[config.mk]
export PLATFORM = sky130hd
export DESIGN_NAME = seg7_scan_driver
export DESIGN_NICKNAME = d
export VERILOG_FILES = /design/src/rtl/seg7_pkg.sv /design/src/rtl/seg7_hex_encoder.sv /design/src/rtl/seg7_scan_driver.sv
export SDC_FILE = /design/constraint.sdc
export NUM_CORES = 1
export LEC_CHECK = 0
export CAP_MARGIN = 20
export CORE_MARGIN = 2
export CORE_UTILIZATION = 45
export DETAILED_ROUTE_END_ITERATION = 10
export PLACE_DENSITY = 0.68
export SLEW_MARGIN = 25
export SYNTH_ARGS = -nofsm -noshare
export SYNTH_HDL_FRONTEND = slang
export SYNTH_HIERARCHICAL = 1
export SYNTH_SLANG_ARGS = --single-unit
export TNS_END_PERCENT = 20
[constraint.sdc]
create_clock -name clk -period 2.4 [get_ports clk]
set_input_delay 0.24 -clock clk [delete_from_list [all_inputs] [get_ports clk]]
set_output_delay 0.24 -clock clk [all_outputs]
set_load 0.01 [all_outputs]
[src/rtl/seg7_pkg.sv]
// Shared 7-segment definitions: segment bit positions and the hex glyph table.
// Segment vectors are {g,f,e,d,c,b,a}, so bit 0 is segment a.
package seg7_pkg;

    localparam int unsigned SEG_A = 0;
    localparam int unsigned SEG_B = 1;
    localparam int unsigned SEG_C = 2;
    localparam int unsigned SEG_D = 3;
    localparam int unsigned SEG_E = 4;
    localparam int unsigned SEG_F = 5;
    localparam int unsigned SEG_G = 6;
    localparam int unsigned SEG_W = 7;

    localparam logic [SEG_W-1:0] SEG_TABLE [16] = '{
        7'b0111111, 7'b0000110, 7'b1011011, 7'b1001111,
        7'b1100110, 7'b1101101, 7'b1111101, 7'b0000111,
        7'b1111111, 7'b1101111, 7'b1110111, 7'b1111100,
        7'b0111001, 7'b1011110, 7'b1111001, 7'b1110001
    };

    function automatic logic [SEG_W-1:0] hex_to_seg(input logic [3:0] nib);
        return SEG_TABLE[nib];
    endfunction

endpackage

[src/rtl/seg7_hex_encoder.sv]
// Combinational hex-nibble to segment encoder with a blanking override.
// Also used by the single-digit display path.
module seg7_hex_encoder (
    input  logic       [3:0] nibble,
    input  logic             blank,
    output logic       [6:0] seg_c
);
    import seg7_pkg::*;

    always_comb begin
        seg_c = blank ? 7'd0 : hex_to_seg(nibble);
    end

endmodule

[src/rtl/seg7_scan_driver.sv]
// Multiplexed 7-segment scan driver: shadow/active value registers, per-slot
// dead time, PWM brightness and leading-zero blanking. All outputs registered.
module seg7_scan_driver #(
    parameter int unsigned NUM_DIGITS = 4,
    parameter int unsigned SCAN_DIV   = 1000,
    parameter int unsigned PWM_BITS   = 3
) (
    input  logic                    clk,
    input  logic                    rst,
    input  logic [4*NUM_DIGITS-1:0] value_in,
    input  logic                    load,
    input  logic [NUM_DIGITS-1:0]   dp_in,
    input  logic [PWM_BITS-1:0]     brightness,
    input  logic                    blank_lz,
    output logic [6:0]              seg,
    output logic                    dp,
    output logic [NUM_DIGITS-1:0]   dig_en,
    output logic                    frame_start
);
    import seg7_pkg::*;

    localparam int unsigned VAL_W = 4 * NUM_DIGITS;
    localparam int unsigned IDX_W = $clog2(NUM_DIGITS);
    localparam int unsigned PRE_W = $clog2(SCAN_DIV);

    logic [PRE_W-1:0]    presc;
    logic [IDX_W-1:0]    idx;
    logic [PWM_BITS-1:0] pwm_cnt;
    logic [PWM_BITS-1:0] bright_q;
    logic [VAL_W-1:0]    shadow;
    logic [VAL_W-1:0]    active;
    logic                pending;

    logic                presc_tc_c;
    logic                wrap_c;
    logic [3:0]          nib_c;
    logic                blank_c;
    logic [6:0]          seg_c;
    logic [NUM_DIGITS-1:0] lz_c;

    assign presc_tc_c = (presc == PRE_W'(SCAN_DIV - 1));
    assign wrap_c     = presc_tc_c && (idx == IDX_W'(NUM_DIGITS - 1));

    // lz_c[k]: digit k and every digit above it are zero
    always_comb begin
        lz_c = '0;
        for (int k = 0; k < NUM_DIGITS; k++) begin
            lz_c[k] = ((active >> (4 * k)) == '0);
        end
    end

    always_comb begin
        nib_c   = 4'(active >> {idx, 2'b00});
        blank_c = blank_lz && (idx != '0) && lz_c[idx];
    end

    seg7_hex_encoder u_enc (
        .nibble (nib_c),
        .blank  (blank_c),
        .seg_c  (seg_c)
    );

    // Content and brightness only change at the frame boundary
    always_ff @(posedge clk or posedge rst) begin
        if (rst) begin
            presc       <= '0;
            idx         <= '0;
            pwm_cnt     <= '0;
            bright_q    <= '0;
            shadow      <= '0;
            active      <= '0;
            pending     <= 1'b0;
            seg         <= '0;
            dp          <= 1'b0;
            dig_en      <= '0;
            frame_start <= 1'b0;
        end else begin
            presc       <= presc_tc_c ? '0 : presc + PRE_W'(1);
            pwm_cnt     <= pwm_cnt + PWM_BITS'(1);
            frame_start <= wrap_c;
            if (presc_tc_c) begin
                idx <= wrap_c ? '0 : idx + IDX_W'(1);
            end
            if (wrap_c) begin
                bright_q <= brightness;
                pending  <= 1'b0;
                if (load) begin
                    active <= value_in;
                end else if (pending) begin
                    active <= shadow;
                end
            end else if (load) begin
                shadow  <= value_in;
                pending <= 1'b1;
            end
            seg    <= seg_c;
            dp     <= dp_in[idx];
            dig_en <= ((presc != '0) && (pwm_cnt <= bright_q)) ? (NUM_DIGITS'(1) << idx) : '0;
        end
    end

endmodule

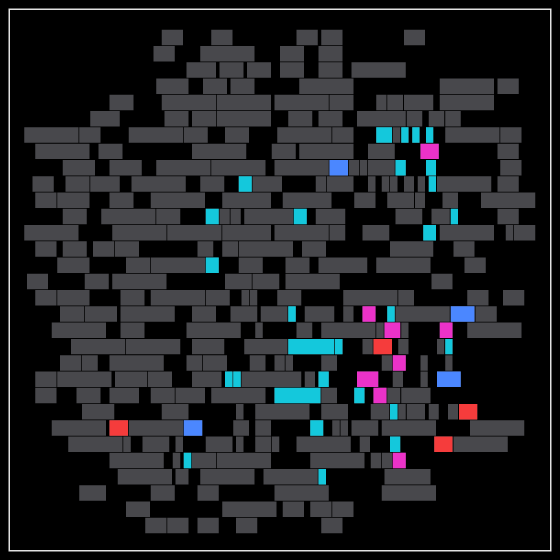
run_1/gate_families.png
[XOR/XNOR gates] red | cells: 4
[NOR gates] cyan | cells: 28
[AND-OR and OR-AND gates] blue | cells: 4
[AND and OR gates] magenta | cells: 8

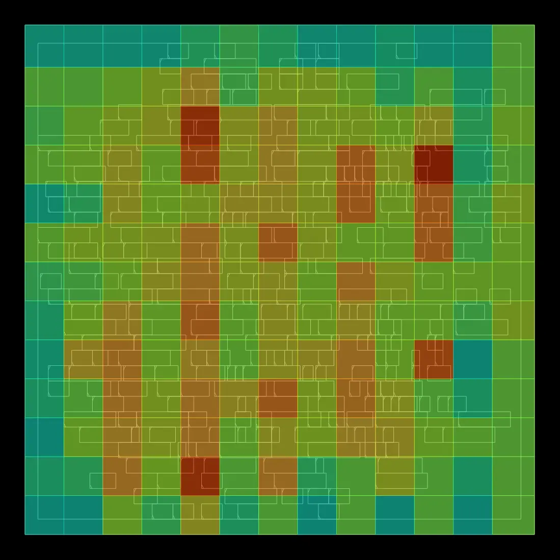
run_1/final_congestion.png
met3 usage: 0.0559
detail-routed net length per standard cell: 14.9 µm
Most Crowded Layer GR: met2
final core utilization: 0.554

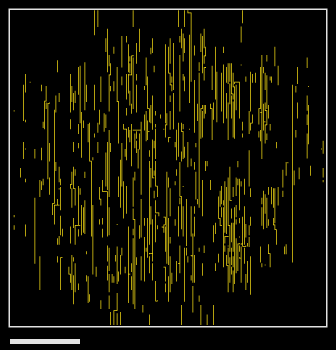
run_1/met2.png
The bar under the picture is 20 µm long.
wire length on this layer: 2790 µm
longest straight run: 50.7 µm
share of all routed wire: 46%
main direction: vertical
nets with wire on the layer: 293

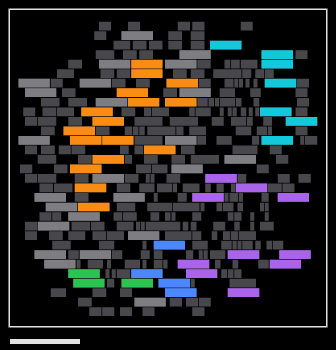
run_1/registers.png
The bar under the picture is 20 µm long. Other sequential cells in the stronger grey, the rest of the logic in the fainter grey.
[`dig_en`] blue | sequential cells: 4 | where: bottom middle
[`presc`] purple | sequential cells: 10
[`seg`] cyan | sequential cells: 7 | where: top right
[`active`] orange | sequential cells: 16
[`bright_q`] green | sequential cells: 3

==> flow_metrics.env, run 1 <==
# physical design summary
export IMPL_run_status="complete, no violations"
export IMPL_post_synth_inst_count=255
export IMPL_syn2layout_area_growth_pct=19.4
export IMPL_overall_power_of_the_completed_layout_mw=2.10
export IMPL_hpwl_um=4420
export IMPL_topCellsByArea="dfrtp_1, mux2_2, ha_1"
export IMPL_p_leak_nw=1.75
export IMPL_synth_yosys_num_cells=255
export IMPL_synth_async_sr_flop_share=1.00
export IMPL_max_clock_path_buffers=2
export IMPL_syn_num_nets=298
export IMPL_port_buffers=39
export IMPL_syn_mean_instance_area_um2=13.1
export IMPL_overflow=0
export IMPL_synth_yosys_warnings=6
export IMPL_synth_area_yosys_um2=3350
export IMPL_routed_wirelength_um=6040
export IMPL_gp_routability_congestion=0.785
export IMPL_cp_end_kind="flip-flop"
export IMPL_first_global_vias=2222
export IMPL_maxCapViolCount=0
export IMPL_grt_max_degree=41
export IMPL_post_route_min_period_ns=2.20
export IMPL_worst_endpoint_required_ns=2.67
export IMPL_floorplan_core_util=0.464
export IMPL_netlist_top_cells_count="dfrtp_1, mux2_2, inv_1, ha_1, nor2_1"
export IMPL_worst_setup_hold_path_clk_slew_ns=0.07
export IMPL_maxSlewHeadroom=0.638
export IMPL_min_path_type="in -> async"
export IMPL_power_per_cell_area_nw_per_um2=526
export IMPL_cts_max_level=3
export IMPL_finalSetupTns_ns=0
export IMPL_yosysMostFrequentCell="dfrtp_1"
export IMPL_dpl_instance_area_um2=3830
export IMPL_report_final_setup_viol=0
export IMPL_drt_drc_violations_left=0
export IMPL_worst_slew_pin_transition_ns=0.542
export IMPL_numSynthFlops=64
export IMPL_rows=31
export IMPL_die_height_um=90.3
export IMPL_dp_cells=390
export IMPL_layout_cells_sized_above_1=0.297
export IMPL_worstSkewPairLatency_ns=0.34
export IMPL_total_die_size_um2=8150
export IMPL_routed_via_density=5.23
export IMPL_tritoncts_clock_tree="built"
export IMPL_groute_usage_overall=0.165
export IMPL_final_antenna_net_count=0
export IMPL_critPathLaunchType="flip-flop"
export IMPL_ios=40
export IMPL_synth_edff_count=0
export IMPL_final_antenna_diode_count=0
export IMPL_core_region_area_um2=7210
export IMPL_worst_setup_path_type="reg -> reg"
run 1: path summary, 6_finish.rpt:
kind	from	to	slack [ns]	cells past startpoint
min reg2reg	pwm_cnt[0]	pwm_cnt[0]	0.45	1
max	idx[0]	seg[3]	0.20	6
max reg2reg	idx[0]	seg[3]	0.20	6
min in group clk	pwm_cnt[0]	pwm_cnt[0]	0.45	1
max in group asynchronous	rst	presc[1]	1.53	3
min	rst	presc[8]	0.26	2
run 1: flip-flops by register name (all words and copies together), names as in the netlist:
signal and cells:
pwm_cnt 3, presc 10, pending 1, idx 2, frame_start 1, seg 7
dp 1, dig_en 4, bright_q 3, shadow 16, active 16
run 1: kinds of logic (layout without fill, tap and decap cells):
group,count (synthesis),in the layout,synth area share
buffers and inverters,30,81,0.0571
AND/OR/NAND/NOR,50,50,0.0908
XOR/XNOR,4,4,0.0105
multiplexers,60,60,0.233
AND-OR/OR-AND,31,31,0.0710
adder cells (fa/ha/maj),16,16,0.0598
flip-flops,64,64,0.478
run 1: stage by stage:
stage / hold WS, ns / worst slack, ns
floorplan: 0.389 / 0.166
global placement: 0.436 / 0.266
detailed placement: 0.453 / 0.200
CTS: 0.276 / 0.181
global route: 0.311 / 0.0801
finish: 0.264 / 0.196
run 1: final cells by class:
cell class	count	area [µm²]
clock inverters	4	20.0
flip-flops and latches	64	1600
repair buffers	47	475
inverters	19	71.3
fillers	624	3210
clock buffers	11	151
well taps	99	124
multi-input cells	161	1560
run 1: layout by cell type, fill, tap and decap left out, types with 2 or more instances in the layout:
cell type,count
a211oi_1,10
a21oi_1,4
buf_12,2
buf_4,6
clkbuf_8,11
clkdlybuf4s50_1,39
clkinv_2,4
dfrtp_1,64
ha_1,16
inv_1,18
mux2_2,43
mux2_4,10
mux4_2,6
nand2_1,7
nand3_1,4
nor2_1,14
nor2b_1,2
nor3_1,5
nor4_1,4
nor4_4,2
o21ai_0,7
o32ai_1,2
or3_1,4
xor2_1,3
run 1: critical path, stage by stage (launching register included):
cell and delay (ns):
dfrtp_1 0.61, mux4_2 0.62, inv_1 0.16, ha_1 0.15, inv_1 0.04, mux4_2 0.46, nor2_1 0.09
run 1: where the power goes:
part / internal [mW] / switching, mW / leakage [nW]
registers: 1.11 / 0.0128 / 0.796
logic: 0.108 / 0.0607 / 0.855
clock network: 0.418 / 0.398 / 0.0947
run 1: per-layer routing:
layer,part of all wire,GRT usage,up-vias
met5,0,0,-
met2,0.46,0.255,48
met1,0.48,0.223,1047
li1,-,-,1015
met3,0.048,0.0559,7
met4,0.011,0.0487,0
run_1/met3.png
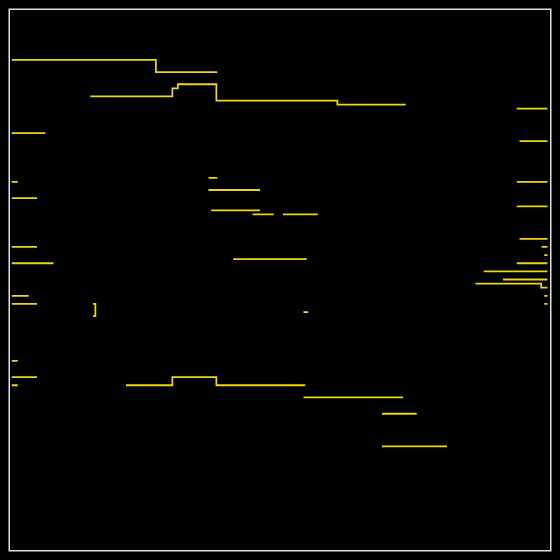

==> run 2, diff against run 1 <==
--- a/config.mk
+++ b/config.mk
@@ -5,11 +5,12 @@
 export SDC_FILE = /design/constraint.sdc
 export NUM_CORES = 1
 export LEC_CHECK = 0
-export CAP_MARGIN = 20
+export CAP_MARGIN = 0
 export CORE_MARGIN = 2
-export CORE_UTILIZATION = 45
+export CORE_UTILIZATION = 30
+export CTS_BUF_LIST = sky130_fd_sc_hd__clkbuf_16
 export DETAILED_ROUTE_END_ITERATION = 10
-export PLACE_DENSITY = 0.68
+export PLACE_DENSITY = 0.49
 export SLEW_MARGIN = 25
 export SYNTH_ARGS = -nofsm -noshare
 export SYNTH_HDL_FRONTEND = slang
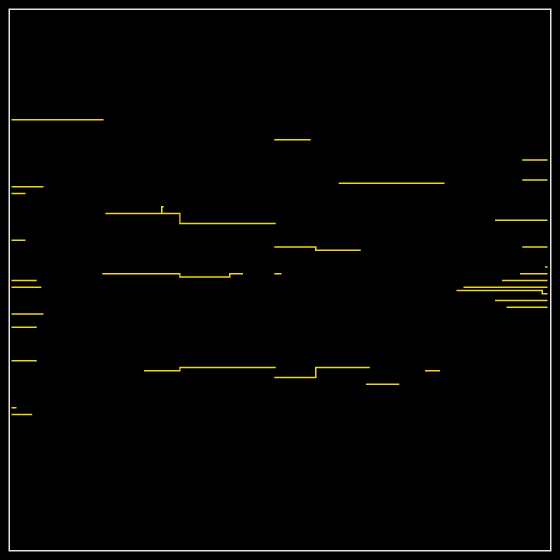
run_2/met3.png
share of all routed wire: 5.0%
nets with wire on the layer: 26
number of vias in the routed layout: 2140
met3 usage: 0.0421
routed wire length: 6570 µm

==> flow_metrics.env, run 2 <==
# physical design summary
export IMPL_run_status="complete, no violations"
export IMPL_ios=40
export IMPL_dpl_instance_area_um2=3890
export IMPL_cts_max_level=3
export IMPL_syn2layout_area_growth_pct=26.1
export IMPL_maxSlewHeadroom=0.700
export IMPL_synth_async_sr_flop_share=1.00
export IMPL_floorplan_core_util=0.308
export IMPL_rows=38
export IMPL_num_fill_cells=1037
export IMPL_worstSkewPairLatency_ns=0.33
export IMPL_gr_max_usage_layer="met2"
export IMPL_rr_endpoint="seg[3]"
export IMPL_worst_setup_hold_path_clk_slew_ns=0.05
export IMPL_drt_drc_violations_left=0
export IMPL_groute_usage_overall=0.125
export IMPL_synth_edff_count=0
export IMPL_power_switching_mw=0.543
export IMPL_dp_worst_slack_ns=0.197
export IMPL_netlist_top_cells_count="dfrtp_1, mux2_2, inv_1, ha_1, nor2_1"
export IMPL_hpwl_um=4730
export IMPL_p_int_mw=2.22
export IMPL_grt_max_degree=33
export IMPL_grtUsageMet2=0.183
export IMPL_global_route_usage_met1=0.174
export IMPL_synth_yosys_warnings=6
export IMPL_p_leak_nw=1.82
export IMPL_timing_reg2reg_worst_path_depth=6
export IMPL_worst_slew_pin_transition_ns=0.447
export IMPL_layout_cells_sized_above_1=0.299
export IMPL_gp_routability_congestion=0.774
export IMPL_total_die_size_um2=12000
export IMPL_post_route_min_period_ns=2.21
export IMPL_setup_reg_to_reg_worst_slack_ns=0.19
export IMPL_yosysMostFrequentCell="dfrtp_1"
export IMPL_final_util=0.388
export IMPL_die_height_um=110
export IMPL_core_region_area_um2=10900
export IMPL_critPathLaunchType="flip-flop"
export IMPL_overall_power_of_the_completed_layout_mw=2.77
export IMPL_worst_endpoint_required_ns=2.66
export IMPL_min_path_type="in -> async"
export IMPL_worst_setup_path_type="reg -> reg"
export IMPL_power_frac_seq=0.405
export IMPL_routed_via_density=4.78
export IMPL_finalSetupTns_ns=0
export IMPL_tritoncts_clock_tree="built"
export IMPL_max_clock_path_buffers=2
export IMPL_cts_root_buffer="clkbuf_16"
export IMPL_critical_path_cell_chain="mux4_2, inv_1, ha_1, inv_1, mux4_2, nor2_1"
export IMPL_numSynthFlops=64
export IMPL_maxCapViolCount=0
export IMPL_first_global_vias=2268
export IMPL_report_final_setup_viol=0
export IMPL_combinationalPowerShare=0.062
export IMPL_critical_path_slowest_cell="mux4_2"
export IMPL_port_buffers=39
export IMPL_synth_area_yosys_um2=3350
export IMPL_wl_per_cell_um=14.7
export IMPL_power_per_cell_area_nw_per_um2=655
export IMPL_r2r_start="idx[0]"
export IMPL_post_cts_hold_buffer_count=0
export IMPL_final_antenna_diode_count=0
export IMPL_clkPwrFrac=0.532
export IMPL_most_instantiated_logic_cells_after_routing="dfrtp_1, mux2_2, clkdlybuf4s50_1, inv_1, ha_1"
export IMPL_lay_top_count="dfrtp_1"
export IMPL_swShare=0.196
export IMPL_topCellsByArea="dfrtp_1, mux2_2, ha_1"
export IMPL_final_antenna_net_count=0
export IMPL_post_synth_inst_count=255
export IMPL_synth_yosys_num_cells=255
export IMPL_cp_slowest_stage_delay_ns=0.63
export IMPL_syn_num_nets=298
export IMPL_cp_end_kind="flip-flop"
export IMPL_min_period_over_period=0.919
export IMPL_reg_top3="active (16), shadow (16), presc (10)"
export IMPL_syn_mean_instance_area_um2=13.1
export IMPL_overflow=0
-- run 2: critical path: cells and delay by family (launching register included) --
kind / cells / cell delay, ns
adder cells (fa/ha/maj): 1 / 0.15
buffers and inverters: 2 / 0.20
flip-flops: 1 / 0.60
multiplexers: 2 / 1.08
AND/OR/NAND/NOR: 1 / 0.10
-- run 2: cells by family (layout without fill, tap and decap cells) --
group,after synthesis,in the layout,synth area share
buf+inv,30,83,0.0571
simple gates,50,50,0.0908
mux,60,60,0.233
fa+ha+maj,16,16,0.0598
flops,64,64,0.478
compound gates,31,31,0.0710
xor+xnor,4,4,0.0105
-- run 2: metrics by stage --
step / hold slack (ns) / cells
5_1_grt: 0.247 / 448
3_3_place_gp: 0.435 / 432
3_5_place_dp: 0.457 / 432
2_1_floorplan: 0.389 / 255
6_report: 0.218 / 448
4_1_cts: 0.230 / 448
-- run 2: area by class of cell --
cell class                 count  area (µm²)  area share
inverter                      19        71.3      0.0169
clock buffer                   9         225      0.0533
timing repair buffer          48         483       0.114
sequential                    64        1600       0.379
clock inverter                 7         111      0.0264
tap                          140         175      0.0415
multi-input combinational    161        1560       0.368
-- run 2: layer usage --
| metal | vias up | part of all wire |
|---|---|---|
| li1 | 1029 | - |
| met1 | 1066 | 0.48 |
| met2 | 37 | 0.46 |
| met5 | - | 0 |
| met3 | 8 | 0.050 |
| met4 | 0 | 0.012 |
-- run 2: worst max path at each step --
stage / slack (ns) / end / from
3_5_place_dp: 0.20 / seg[3] / idx[0]
4_1_cts: 0.18 / seg[3] / idx[0]
2_1_floorplan: 0.17 / seg[1] / idx[0]
3_3_place_gp: 0.26 / seg[3] / idx[0]
6_report: 0.19 / seg[3] / idx[0]
5_1_grt: 0.04 / seg[3] / idx[0]
-- run 2: power groups by stage --
stage | clock network [mW] | logic [mW] | registers, mW
4_1_cts | 1.52 | 0.177 | 1.12
2_1_floorplan | 0 | 0.0985 | 1.14
6_report | 1.47 | 0.172 | 1.12
3_3_place_gp | 0 | 0.176 | 1.14
5_1_grt | 1.56 | 0.189 | 1.12
3_5_place_dp | 0 | 0.175 | 1.14
run_2/gate_families.png
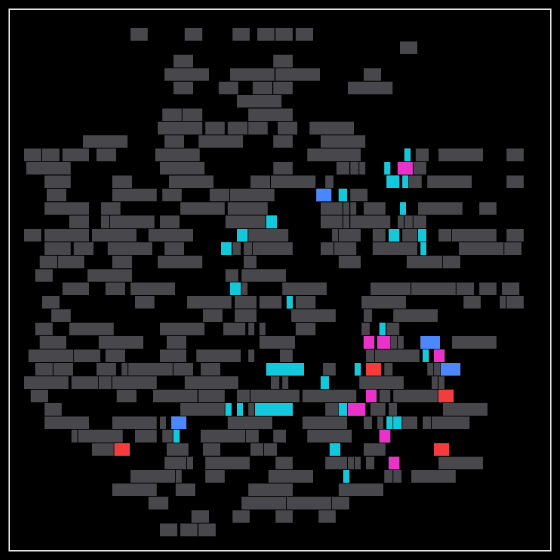

==> run 3, diff against run 2 <==
--- a/config.mk
+++ b/config.mk
@@ -7,10 +7,10 @@
 export LEC_CHECK = 0
 export CAP_MARGIN = 0
 export CORE_MARGIN = 2
-export CORE_UTILIZATION = 30
+export CORE_UTILIZATION = 50
 export CTS_BUF_LIST = sky130_fd_sc_hd__clkbuf_16
 export DETAILED_ROUTE_END_ITERATION = 10
-export PLACE_DENSITY = 0.49
+export PLACE_DENSITY = 0.75
 export SLEW_MARGIN = 25
 export SYNTH_ARGS = -nofsm -noshare
 export SYNTH_HDL_FRONTEND = slang
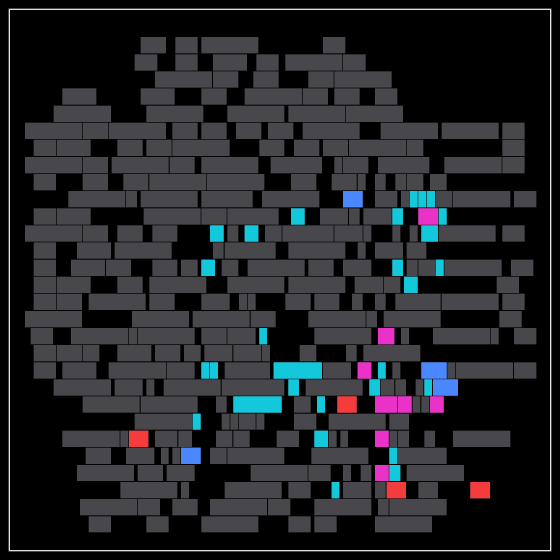
run_3/gate_families.png
[NOR gates] cyan | cells: 28
[AND-OR and OR-AND gates] blue | cells: 4
[XOR/XNOR gates] red | cells: 4
[AND and OR gates] magenta | cells: 8
Finished Layout Cells: 383
fraction of standard cell area in multi-input logic: 0.384

==> flow_metrics.env, run 3 <==
# physical design summary
export IMPL_worstSkewPairLatency_ns=0.32
export IMPL_tritoncts_clock_tree="built"
export IMPL_post_route_min_period_ns=2.22
export IMPL_post_cts_hold_buffer_count=0
export IMPL_cts_root_buffer="clkbuf_16"
export IMPL_failed_checks="DRC"
export IMPL_first_global_vias=2222
export IMPL_run_status="finished, violations left"
export IMPL_ios=40
export IMPL_maxSlewHeadroom=0.639
export IMPL_syn_mean_instance_area_um2=13.1
export IMPL_routed_wirelength_um=6100
export IMPL_lay_top_count="dfrtp_1"
export IMPL_die_width_um=85.8
export IMPL_hpwl_um=4300
export IMPL_critPathLaunchType="flip-flop"
export IMPL_timing_hold_violations_final=0
export IMPL_final_antenna_net_count=0
export IMPL_openroad_warning_count=35
export IMPL_worst_ir_drop_vdd_mv=0.426
export IMPL_report_final_setup_viol=0
export IMPL_reg_top3="active (16), shadow (16), presc (10)"
export IMPL_most_common_flop_cell_mapped_by_yosys="dfrtp_1"
export IMPL_routed_via_density=5.56
export IMPL_p_leak_nw=1.78
export IMPL_topCellsByArea="dfrtp_1, mux2_2, ha_1"
export IMPL_worst_setup_hold_path_clk_slew_ns=0.05
export IMPL_dpl_instance_area_um2=3790
export IMPL_max_clock_freq_mhz=451
export IMPL_cts_buffers=9
export IMPL_min_path_type="in -> async"
export IMPL_worst_setup_path_type="reg -> reg"
export IMPL_power_per_cell_area_nw_per_um2=595
export IMPL_layout_cells_sized_above_1=0.284
export IMPL_most_instantiated_logic_cells_after_routing="dfrtp_1, mux2_2, clkdlybuf4s50_1, inv_1, ha_1"
export IMPL_finalSetupTns_ns=0
export IMPL_final_util=0.630
export IMPL_synth_async_sr_flop_share=1.00
export IMPL_drt_drc_violations_left=2
export IMPL_netlist_top_cells_count="dfrtp_1, mux2_2, inv_1, ha_1, nor2_1"
export IMPL_rsz_0062_raised_after_global_routing="no"
export IMPL_gp_routability_congestion=0.838
export IMPL_maxCapViolCount=0
export IMPL_synth_yosys_num_cells=255
export IMPL_worst_endpoint_required_ns=2.66
export IMPL_worst_slew_pin_transition_ns=0.540
export IMPL_dp_worst_slack_ns=0.170
export IMPL_cts_max_level=3
export IMPL_grt_pass1_wl_um=10800
export IMPL_wl_per_cell_um=15.9
export IMPL_synth_edff_count=0
export IMPL_synth_area_yosys_um2=3350
export IMPL_min_period_over_period=0.924
export IMPL_postLayoutSetupSlackWorst_ns=0.182
export IMPL_die_height_um=85.8
export IMPL_overflow=0
export IMPL_total_die_size_um2=7370
export IMPL_grt_max_degree=41
export IMPL_floorplan_core_util=0.522
export IMPL_stdcell_area_um2=4050
export IMPL_synth_yosys_warnings=6
export IMPL_final_antenna_diode_count=0
export IMPL_port_buffers=39
export IMPL_worst_clock_skew_on_the_final_layout_ns=0.00587
export IMPL_rows=29
export IMPL_numSynthFlops=64
export IMPL_critPathMaxFanout=10
export IMPL_post_cts_repair_setup_buffers=0
export IMPL_drtPass1Iterations=7
export IMPL_yosysMostFrequentCell="dfrtp_1"
export IMPL_groute_usage_overall=0.191
export IMPL_max_clock_path_buffers=2
export IMPL_yosys_top_cell_area_share=0.478
export IMPL_syn2layout_area_growth_pct=20.9
export IMPL_crit_arrival_ns=2.47
export IMPL_post_synth_inst_count=255
export IMPL_slew_violations=0
export IMPL_cp_end_kind="flip-flop"
export IMPL_core_region_area_um2=6420
export IMPL_syn_num_nets=298
export IMPL_number_of_vias_in_the_routed_layout=2128
[run 3: path summary, 6_finish.rpt]
| check | startpoint | depth (start not counted) | slack, ns | end |
|---|---|---|---|---|
| max | idx[0] | 6 | 0.18 | seg[3] |
| min | rst | 2 | 0.29 | presc[4] |
| max reg2reg | idx[0] | 6 | 0.18 | seg[3] |
| min reg2reg | pwm_cnt[0] | 1 | 0.45 | pwm_cnt[0] |
| max in group asynchronous | rst | 3 | 1.51 | presc[3] |
| min in group clk | pwm_cnt[0] | 1 | 0.45 | pwm_cnt[0] |
[run 3: cell type report]
cell class              instances  area [µm²]
repair buffers                 46         468
multi-input cells             161        1560
inverters                      19        71.3
clock inverters                 7        30.0
fillers                       514        2370
clock buffers                   9         225
well taps                      77        96.3
flip-flops and latches         64        1600
[run 3: through the flow]
step                      instances  hold slack (ns)  total power, mW
after floorplan                 255            0.389             1.23
after global placement          367            0.433             1.31
after detailed placement        367            0.447             1.31
after CTS                       383            0.312             2.43
after global routing            383            0.351             2.52
final                           383            0.290             2.41
[run 3: metal layers]
layer,up-vias,track usage,share of wire
met5,-,0,0
met4,0,0.0635,0.015
met2,41,0.298,0.49
met3,12,0.0597,0.040
met1,1058,0.254,0.46
li1,1017,-,-
[run 3: report_power, final]
group          switching (mW)  internal [mW]
clock network           0.439          0.677
registers              0.0138           1.11
logic                  0.0630          0.108
[run 3: cell families (layout without fill, tap and decap cells)]
group,after synthesis,in the layout,synth area share
AOI/OAI and AO/OA,31,31,0.0710
xor gates and xnor gates,4,4,0.0105
adders and majority gates,16,16,0.0598
buffers and inverters,30,81,0.0571
DFF,64,64,0.478
muxes,60,60,0.233
and+or+nand+nor,50,50,0.0908
[run 3: critical path, stage by stage, from the launching register on]
cell	delay, ns
dfrtp_1	0.61
mux4_2	0.63
inv_1	0.16
ha_1	0.15
inv_1	0.05
mux4_2	0.45
nor2_1	0.10
No activity file was given, so power comes from the tool's default toggle rates.
